Figure 1. M3 wires.
Scale: 8 px per um.
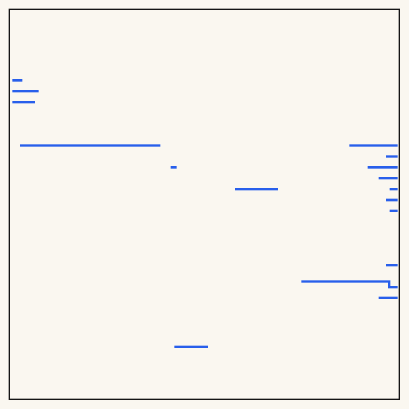
Figure 2. Wiring by layer.
Scale: 8 px per um. Two of the layers only.
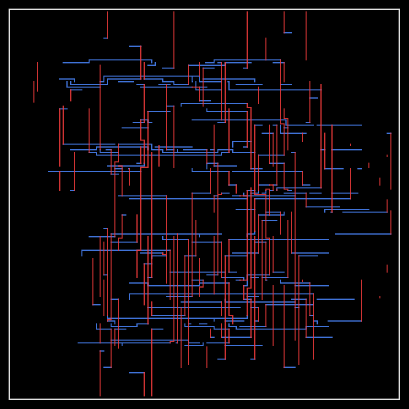
--- src/rtl/fpu_pipeline_controller.sv ---
// fpu_pipeline_controller
// Sequences the four-stage FPU pipeline (S1 decode, S2 align, S3 calculate,
// S4 normalize/round). Tracks a valid bit per stage and a division flag for
// S1-S3, holds S3 while the iterative divider runs, and applies output
// backpressure.
//
// Ports:
//   clk            rising-edge clock
//   reset          asynchronous active-low reset
//   flush          synchronous pipeline flush (highest priority)
//   in_valid       operation presented at S1 input
//   in_division_op presented operation is a divide
//   in_ready       pipeline accepts the presented op this cycle
//   out_valid      S4 holds a completed result
//   out_ready      consumer takes the result this cycle
//   stall_front    stall to the S1-S3 register banks
//   stall_back     stall to the S4 register bank
//   stage_valid    bit i-1 = valid bit of stage Si
//   div_active     S3 holds a division that is still iterating
//   div_iteration  remaining divider iterations
//   idle           nothing in flight and counter at zero
module fpu_pipeline_controller #(
  parameter int unsigned DIV_ITERATIONS = 26,
  parameter int unsigned CW             = 5
) (
  input  logic          clk,
  input  logic          reset,
  input  logic          flush,
  input  logic          in_valid,
  input  logic          in_division_op,
  output logic          in_ready,
  output logic          out_valid,
  input  logic          out_ready,
  output logic          stall_front,
  output logic          stall_back,
  output logic [3:0]    stage_valid,
  output logic          div_active,
  output logic [CW-1:0] div_iteration,
  output logic          idle
);

  localparam int unsigned NSTAGE = 4;
  localparam int unsigned NDIV   = 3;
  localparam logic [CW-1:0] CNT_LOAD = CW'(DIV_ITERATIONS - 1);

  // r_valid[i] / r_div[i] belong to stage S(i+1)
  logic [NSTAGE-1:0] r_valid;
  logic [NDIV-1:0]   r_div;
  logic [CW-1:0]     r_cnt;

  logic [NSTAGE-1:0] w_valid_nxt;
  logic [NDIV-1:0]   w_div_nxt;
  logic [CW-1:0]     w_cnt_nxt;
  logic              w_stall_back;
  logic              w_div_active;
  logic              w_stall_front;
  logic              w_accept;

  // Handshake and stall decode from current stage state
  always_comb begin
    w_stall_back  = r_valid[3] & ~out_ready;
    w_div_active  = r_valid[2] & r_div[2] & (r_cnt != '0);
    w_stall_front = w_stall_back | w_div_active;
    w_accept      = in_valid & ~w_stall_front & ~flush;
  end

  // Next-state for stage valids, division flags and iteration counter
  always_comb begin
    w_valid_nxt = r_valid;
    w_div_nxt   = r_div;
    w_cnt_nxt   = r_cnt;
    if (flush) begin
      w_valid_nxt = '0;
      w_div_nxt   = '0;
      w_cnt_nxt   = '0;
    end else begin
      // Whole front section moves or freezes together; no bubble collapsing
      if (!w_stall_front) begin
        w_valid_nxt[0] = w_accept;
        w_valid_nxt[1] = r_valid[0];
        w_valid_nxt[2] = r_valid[1];
        w_div_nxt[0]   = w_accept & in_division_op;
        w_div_nxt[1]   = r_div[0];
        w_div_nxt[2]   = r_div[1];
      end
      // A held S3 leaves a bubble behind in S4
      if (!w_stall_back) begin
        w_valid_nxt[3] = r_valid[2] & ~w_stall_front;
      end
      if (!w_stall_front && r_valid[1] && r_div[1]) begin
        w_cnt_nxt = CNT_LOAD;
      end else if (r_cnt != '0) begin
        w_cnt_nxt = r_cnt - CW'(1);
      end
    end
  end

  // State registers
  always_ff @(posedge clk or negedge reset) begin
    if (!reset) begin
      r_valid <= '0;
      r_div   <= '0;
      r_cnt   <= '0;
    end else begin
      r_valid <= w_valid_nxt;
      r_div   <= w_div_nxt;
      r_cnt   <= w_cnt_nxt;
    end
  end

  // Output mapping
  always_comb begin
    stall_back    = w_stall_back;
    div_active    = w_div_active;
    stall_front   = w_stall_front;
    in_ready      = ~w_stall_front & ~flush;
    out_valid     = r_valid[3];
    stage_valid   = r_valid;
    div_iteration = r_cnt;
    idle          = ~|r_valid & (r_cnt == '0);
  end

endmodule

--- config.mk ---
export PLATFORM = sky130hd
export DESIGN_NAME = fpu_pipeline_controller
export DESIGN_NICKNAME = d
export VERILOG_FILES = /design/src/rtl/fpu_pipeline_controller.sv
export SDC_FILE = /design/constraint.sdc
export NUM_CORES = 1
export LEC_CHECK = 0
export CAP_MARGIN = 20
export CORE_MARGIN = 1
export CORE_UTILIZATION = 30
export DETAILED_ROUTE_END_ITERATION = 10
export PLACE_DENSITY_LB_ADDON = 0.12
export REMOVE_ABC_BUFFERS = 1
export SLEW_MARGIN = 20
export SYNTH_ARGS = -nofsm -noshare
export SYNTH_HDL_FRONTEND = slang
export SYNTH_SLANG_ARGS = --single-unit
--- constraint.sdc ---
create_clock -name clk -period 2.03 [get_ports clk]
set_input_delay 0.406 -clock clk [delete_from_list [all_inputs] [get_ports clk]]
set_output_delay 0.406 -clock clk [all_outputs]
set_load 0.01 [all_outputs]
==> results_dict.tcl <==
# metrics dict for downstream scripts
set metrics [dict create \
    status "finished with violations" \
    violations "negative setup slack" \
    cts_made_buffers 3 \
    min_period_ns 2.252 \
    clockRootBuffer "clkbuf_4" \
    pwr-share-seq_pct 26.5 \
    synth_area_um2 650.6 \
    logic_area_um2 347.8 \
    place_area_um2 993.5 \
    setup.worst_path.end "stall_front" \
    ys_seq_share_pct 46.15 \
    fmax_ghz 0.4441 \
    ir_drop_mv 0.5230 \
    ys_area_um2 650.6 \
    final_net_count 111 \
    power_switching_uw 361.9 \
    clkTransAtPathRegs_ns 0.08 \
    grt_pass1_wl_um 2697 \
    fp.dieW_um 48.57 \
    ys_warn_count 0 \
    routedWlPerCell_um 12.18 \
    dpl.hpwl_um 1107 \
    maxCapViolations 0 \
    antenna_left 0 \
    powerSeq_uw 295 \
    final_cell_mix "buf_4, clkdlybuf4s50_1, dfrtp_1, nand2b_1, mux2i_1" \
    boundaryPins 21 \
    post_cts_buffers 2 \
    preCtsSetupSlack_ns -0.3673 \
    fp_util_pct 32.50 \
    pg_comb_uw 623 \
    warnings 27 \
    nFillCells 200 \
    finalClockPeriodUsage_pct 110.9 \
    grt_max_degree 15 \
    clock_sinks 12 \
    first_iter_violations 10 \
    r2r-end "stage_valid[2]$_DFFE_PN0P_" \
    grt_usage_pct 15.29 \
    ys.flop_type "dfrtp_1" \
    clk_latency_ns 0.28 \
    leakagePower_uw 0.0005154 \
    core-area_um2 2002 \
    critPathBufInv 4 \
    slowest_delay_ns 0.48 \
    antenna_found_initial 0 \
    tightest_slew_ns 0.5428 \
    setup_tns_ns -0.6265 \
    crit_start "div_iteration[1]$_DFFE_PN0P_" \
    switching_share_pct 32.46 \
    synth_area_per_cell_um2 10.67 \
    top_usage_layer "met2" \
    grt.overflow.total 0 \
    finClkSkew_ns 0.002256 \
    cts-htree-levels 1 \
    clk_path_buf_depth 2 \
    layout_top_cell "buf_4" \
    grt_util_met3_pct 3.145 \
    ys_cells 61 \
    grt_pass1_vias 602 \
    fin_area_um2 1076 \
    slew_headroom_pct 63.70 \
    finalHoldViolations 0 \
    r2r.worst_path.cells 8 \
    synth.distinct_cells 23 \
    maxPowerGroup "combinational logic" \
    hold_class "input pin to asynchronous set/reset pin" \
    port_buffers 20 \
    cp_cell_sequence "inv_2 -> ha_4 -> or4b_4 -> a31oi_4 -> inv_2 -> buf_6 -> buf_6" \
    edf_count 0 \
    intPower_uw 752.8 \
    cts_tree "yes" \
    drc_errors 0 \
    ys.flops 12 \
    p_clk_uw 197 \
    vias 620 \
    pwr-share-clk_pct 17.6 \
    power.density_nw_per_um2 1036 \
    r2r_slack_ns 0.24 \
    finalWorstSetupSlack_ns -0.2218 \
    synthArstFlopShare_pct 100.0 \
    use_met2_pct 22.54 \
    reg2reg_from "div_iteration[1]$_DFFE_PN0P_" \
    crit_cells 7 \
    rows 16 \
    slew_viol_final 0 \
    cts-resized-gates 22 \
    first_pass_iters 4 \
    routed_wl_um 1584 \
    worstPathArrival_ns 1.85 \
    final_layout_size_suffix_gt1_share_pct 35.92 \
    antenna_cells 0 \
    cp-end-kind "primary output" \
    crit_fanout 3 \
    place.gp.congestion 0.7641 \
    setup-violations-final 3 \
    use_met1_pct 20.67 \
]
## Picture notes: Figure 1
main direction: horizontal
longest straight run: 17.2 um
share of all routed wire: 4.0%

## Picture notes: Figure 2
[blue] M1 | wire length: 703 um
[red] M2 | wire length: 788 um

## Yosys cell counts (2+ instances only)
cell | number | area share, %
dfrtp_1 | 12 | 46
nand2b_1 | 11 | 11
mux2i_1 | 7 | 11
a21oi_1 | 3 | 2.3
inv_1 | 3 | 1.7
nand2_1 | 3 | 1.7
nor2_1 | 3 | 1.7
o21ai_0 | 3 | 2.3
nand3b_1 | 2 | 2.3
## worst reg2reg max path, delay by kind of cell (launching register included)
| kind | cells | cell delay (ns) |
|---|---|---|
| compound gates | 1 | 0.16 |
| fa+ha+maj | 1 | 0.14 |
| mux | 1 | 0.10 |
| simple gates | 1 | 0.48 |
| flops | 1 | 0.40 |
| buf+inv | 4 | 0.40 |
## final cells by class
cell class              count  share of cell area [%]
multi-input cells          43                   32.33
flip-flops and latches     12                   27.91
inverters                   4                   1.395
repair buffers             40                   31.86
well taps                  27                   3.140
clock buffers               4                   3.372
## sequential cells by signal (all words and copies together), names as in the netlist
signal and flops:
stage_valid 4, r_div 3, div_iteration 5
## through the flow
step                utilization (%)  cells  hold WS [ns]
floorplan                         -     59        0.1104
global placement              49.63    122        0.5398
detailed placement            49.63    122        0.5529
CTS                           52.88    128        0.4857
global route                  53.75    130        0.5134
finish                        53.75    130        0.4750
## layer usage
metal / routed length [um] / up-vias / part of all wire (%)
met5: 0 / - / 0
met4: 30 / 0 / 1.9
met3: 63 / 4 / 4.0
met2: 788 / 17 / 50
met1: 702 / 296 / 44
li1: - / 303 / -
## kinds of logic after synthesis
logic type / count (synthesis) / synth area share [%]
simple gates: 25 / 25.58
flops: 12 / 46.15
compound gates: 9 / 10.19
mux: 7 / 10.77
buf+inv: 6 / 4.038
xor+xnor: 1 / 1.346
fa+ha+maj: 1 / 1.923
Power figures rest on the tool's default switching activity, not on a simulated workload.
